===== src/rtl/mem_arbiter.sv =====
// Two-port (instruction fetch / data) arbiter in front of one shared memory bus.
// The grant is registered; the payload passes straight through from the owner.
module mem_arbiter #(
    parameter int RR = 1
) (
    input  logic        clk,
    input  logic        reset,
    input  logic        i_valid,
    input  logic        i_rw,
    input  logic [31:0] i_addr,
    input  logic [31:0] i_dtw,
    output logic        i_ready,
    output logic [31:0] i_dtr,
    input  logic        d_valid,
    input  logic        d_rw,
    input  logic [31:0] d_addr,
    input  logic [31:0] d_dtw,
    output logic        d_ready,
    output logic [31:0] d_dtr,
    output logic        m_valid,
    output logic        m_rw,
    output logic [31:0] m_addr,
    output logic [31:0] m_dtw,
    input  logic        m_ready,
    input  logic [31:0] m_dtr,
    output logic [1:0]  gnt,
    output logic        busy
);

    typedef enum logic [1:0] {
        IDLE  = 2'd0,
        GNT_I = 2'd1,
        GNT_D = 2'd2
    } state_t;

    state_t state_q, state_d;
    logic   last_q, last_d;  // 1 = data port was served last

    always_ff @(posedge clk or posedge reset) begin
        if (reset) begin
            state_q <= IDLE;
            last_q  <= 1'b0;
        end else begin
            state_q <= state_d;
            last_q  <= last_d;
        end
    end

    always_comb begin
        state_d = state_q;
        last_d  = last_q;
        case (state_q)
            IDLE: begin
                if (i_valid && d_valid)
                    state_d = (RR == 0 || !last_q) ? GNT_D : GNT_I;
                else if (i_valid)
                    state_d = GNT_I;
                else if (d_valid)
                    state_d = GNT_D;
                if (state_d == GNT_D)
                    last_d = 1'b1;
                else if (state_d == GNT_I)
                    last_d = 1'b0;
            end
            // A dropped valid releases the grant just like a completion does.
            GNT_I: if (!i_valid || m_ready) state_d = IDLE;
            GNT_D: if (!d_valid || m_ready) state_d = IDLE;
            default: state_d = IDLE;
        endcase
    end

    always_comb begin
        m_valid = 1'b0;
        m_rw    = 1'b0;
        m_addr  = '0;
        m_dtw   = '0;
        i_ready = 1'b0;
        i_dtr   = '0;
        d_ready = 1'b0;
        d_dtr   = '0;
        case (state_q)
            GNT_I: begin
                m_valid = i_valid;
                m_rw    = i_rw;
                m_addr  = i_addr;
                m_dtw   = i_dtw;
                i_ready = m_ready && i_valid;
                i_dtr   = m_dtr;
            end
            GNT_D: begin
                m_valid = d_valid;
                m_rw    = d_rw;
                m_addr  = d_addr;
                m_dtw   = d_dtw;
                d_ready = m_ready && d_valid;
                d_dtr   = m_dtr;
            end
            default: ;
        endcase
    end

    assign gnt  = {state_q == GNT_D, state_q == GNT_I};
    assign busy = |gnt;

endmodule


===== config.mk =====
export PLATFORM = sky130hd
export DESIGN_NAME = mem_arbiter
export DESIGN_NICKNAME = d
export VERILOG_FILES = /design/src/rtl/mem_arbiter.sv
export SDC_FILE = /design/constraint.sdc
export NUM_CORES = 1
export LEC_CHECK = 0
export CORE_AREA = 3 3 115 117
export DETAILED_ROUTE_END_ITERATION = 8
export DIE_AREA = 0 0 118 120
export HOLD_SLACK_MARGIN = 0.03
export SYNTH_ARGS = -nofsm -noshare
export SYNTH_HDL_FRONTEND = slang
export SYNTH_SLANG_ARGS = --single-unit

===== constraint.sdc =====
create_clock -name clk -period 2.2 [get_ports clk]
set_clock_uncertainty 0.2 [all_clocks]
set_input_delay 0.44 -clock clk [delete_from_list [all_inputs] [get_ports clk]]
set_output_delay 0.44 -clock clk [all_outputs]
set_load 0.005 [all_outputs]

==> images/class_map.png <==
Bar = 20 um. Fill, decap, tap and diode cells in gray.
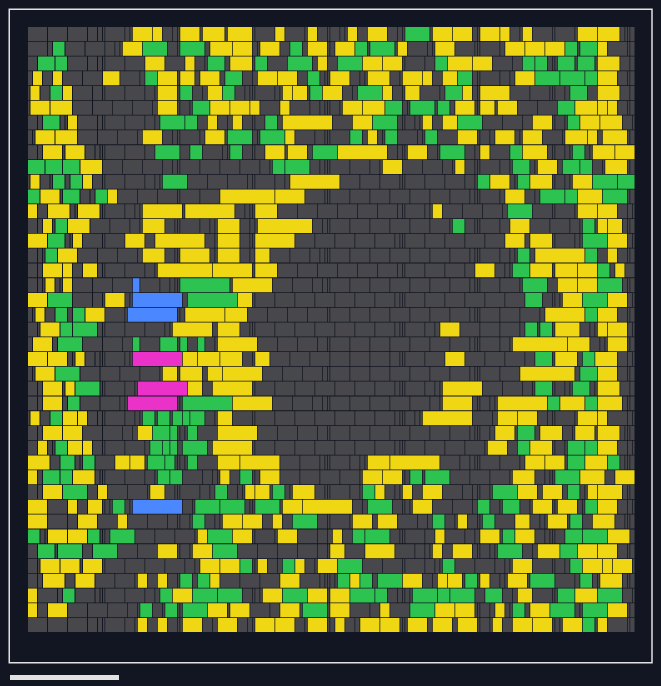
legend:
  yellow:
    class: remaining buffers and delay cells
    cells: 387
    share_of_their_area: 65%
  blue:
    class: clock drivers and dummy loads
    cells: 4
    share_of_their_area: 1.3%
  magenta:
    class: registers
    cells: 3
    share_of_their_area: 1.3%
  green:
    class: remaining logic cells
    cells: 222
    share_of_their_area: 32%

==> images/placed.png <==
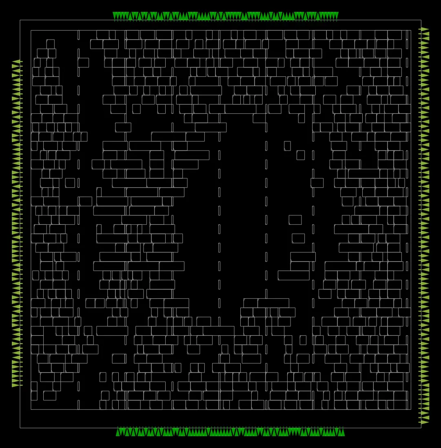
Non-Filler Instances: 788
tap cells: 172
Seq/total area: 1.21%
Core ar.: 12,500 um^2
# fillers: 1,197

==> flow_summary.toml <==
# yosys + openroad results
[job]
stage_log_warnings = 30
cap_violations = 0

[yosys]
yosysUniqueCellTypes = 23
syn_nets = 425
syn_area_um2 = 1700
synth_seq_share_pct = 4.41

[global_routing]
grt_use_met1_pct = 18.5
grt_start_max_net_pins = 38
grt_use_total_pct = 16.2

[critical_path]
rr_startpoint = "state_q[1]"
rr_endpoint = "state_q[1]"
cp-end-kind = "output pin"

[power]
seqPwrFrac_pct = 1.5
power.density_nw_per_um2 = 1090
design_power_total_mw = 6.74

[clock_network]
clock.latency.late_pin_ns = 0.23
cts_buffer_depth = 2

[min_path]
worstHoldPathType = "primary input to asynchronous set/reset pin"

[finish]
buf_share_pct = 62.7
buffers = 387

[floorplanning]
chip_area_um2 = 14200
fp_util_pct = 13.7
ios = 302

[run_status]
outcome = "complete, but fails checks"
failed_checks = "setup timing"

[routing]
routedWlPerCell_um = 18.6
postRouteAntennaNets = 0

[place]
numPlacedInstances = 713

[timing]
slew_headroom_pct = 87.0
final-setup-viol-count = 103
fin_ws_ns = -0.334
fmax_ghz = 0.395
==> images/m2.png <==
Bar = 20 um.
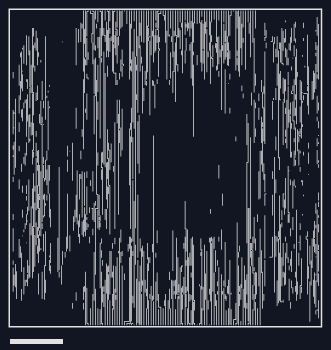
nets with wire on the layer: 715
longest straight run: 64.9 um
main direction: vertical
share of all routed wire: 52%
wire length on this layer: 7,620 um
Total Routed Length: 14.7 mm
met2 usage: 30.7%
DR vias: 3,396

==> images/floorplan.png <==
Pins as bars on the die edge. Tap cells in gray.
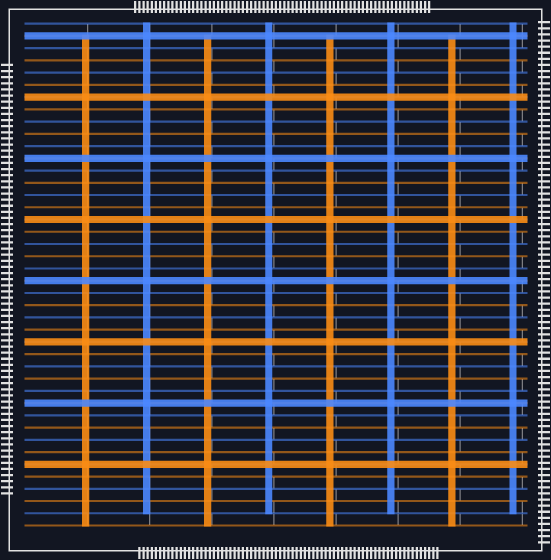
legend:
  orange:
    net: VSS
  blue:
    net: VDD
met1 rails: 42
met5 straps: 8
rows: 41
signal pins: 302

==> what timing repair did <==
| item | CTS | global route |
|---|---|---|
| setup buffers | 10 | 46 |
| gates resized | 137 | 422 |
| gates cloned | 8 | 12 |
| pin swaps | 1 | 29 |
| endpoints found under the setup margin | 135 | 134 |
==> through the flow <==
step           instance area (um^2)  setup slack [ns]  hold slack, ns
6_report                       6180            -0.334           0.195
3_3_place_gp                   4990            -0.175           0.333
5_1_grt                        6180            -0.380           0.217
4_1_cts                        5420            -0.355           0.197
2_1_floorplan                  1700             0.257        -0.00636
3_5_place_dp                   4990            -0.212           0.335
==> sequential cells by signal (all words and copies together) (netlist names) <==
| name | count |
|---|---|
| state_q | 2 |
| last_q | 1 |
==> worst max-delay path: stages (launching register included) <==
cell and delay, ns:
dfrtp_1 0.39, inv_2 0.12, ha_4 0.21, buf_6 0.12
buf_12 0.12, a22oi_2 0.08, nor2b_2 0.11, clkdlybuf4s50_1 0.50
==> cells in the mapped netlist (all sizes together) <==
cell / count / area share, %
a22oi: 66 / 29
nor2b: 65 / 24
and2: 64 / 24
buf: 16 / 4.9
clkbuf: 13 / 3.2
ha: 4 / 2.9
inv: 4 / 0.88
and3: 3 / 1.1
dfrtp: 3 / 4.4
nand2: 3 / 0.66
o21ai: 3 / 0.88
nand2b: 2 / 0.74
a21oi: 1 / 0.29
a22o: 1 / 0.51
and2b: 1 / 0.44
nand3b: 1 / 0.44
o2111ai: 1 / 0.51
o221ai: 1 / 0.51
o22ai: 1 / 0.37
or2: 1 / 0.37
==> logic make-up (layout without fill, tap and decap cells) <==
family	after synthesis	count (layout)	share of synthesized area [%]
simple gates	140	140	51.2
compound gates	74	74	32.5
flops	3	3	4.41
buf+inv	33	395	8.97
fa+ha+maj	4	4	2.94
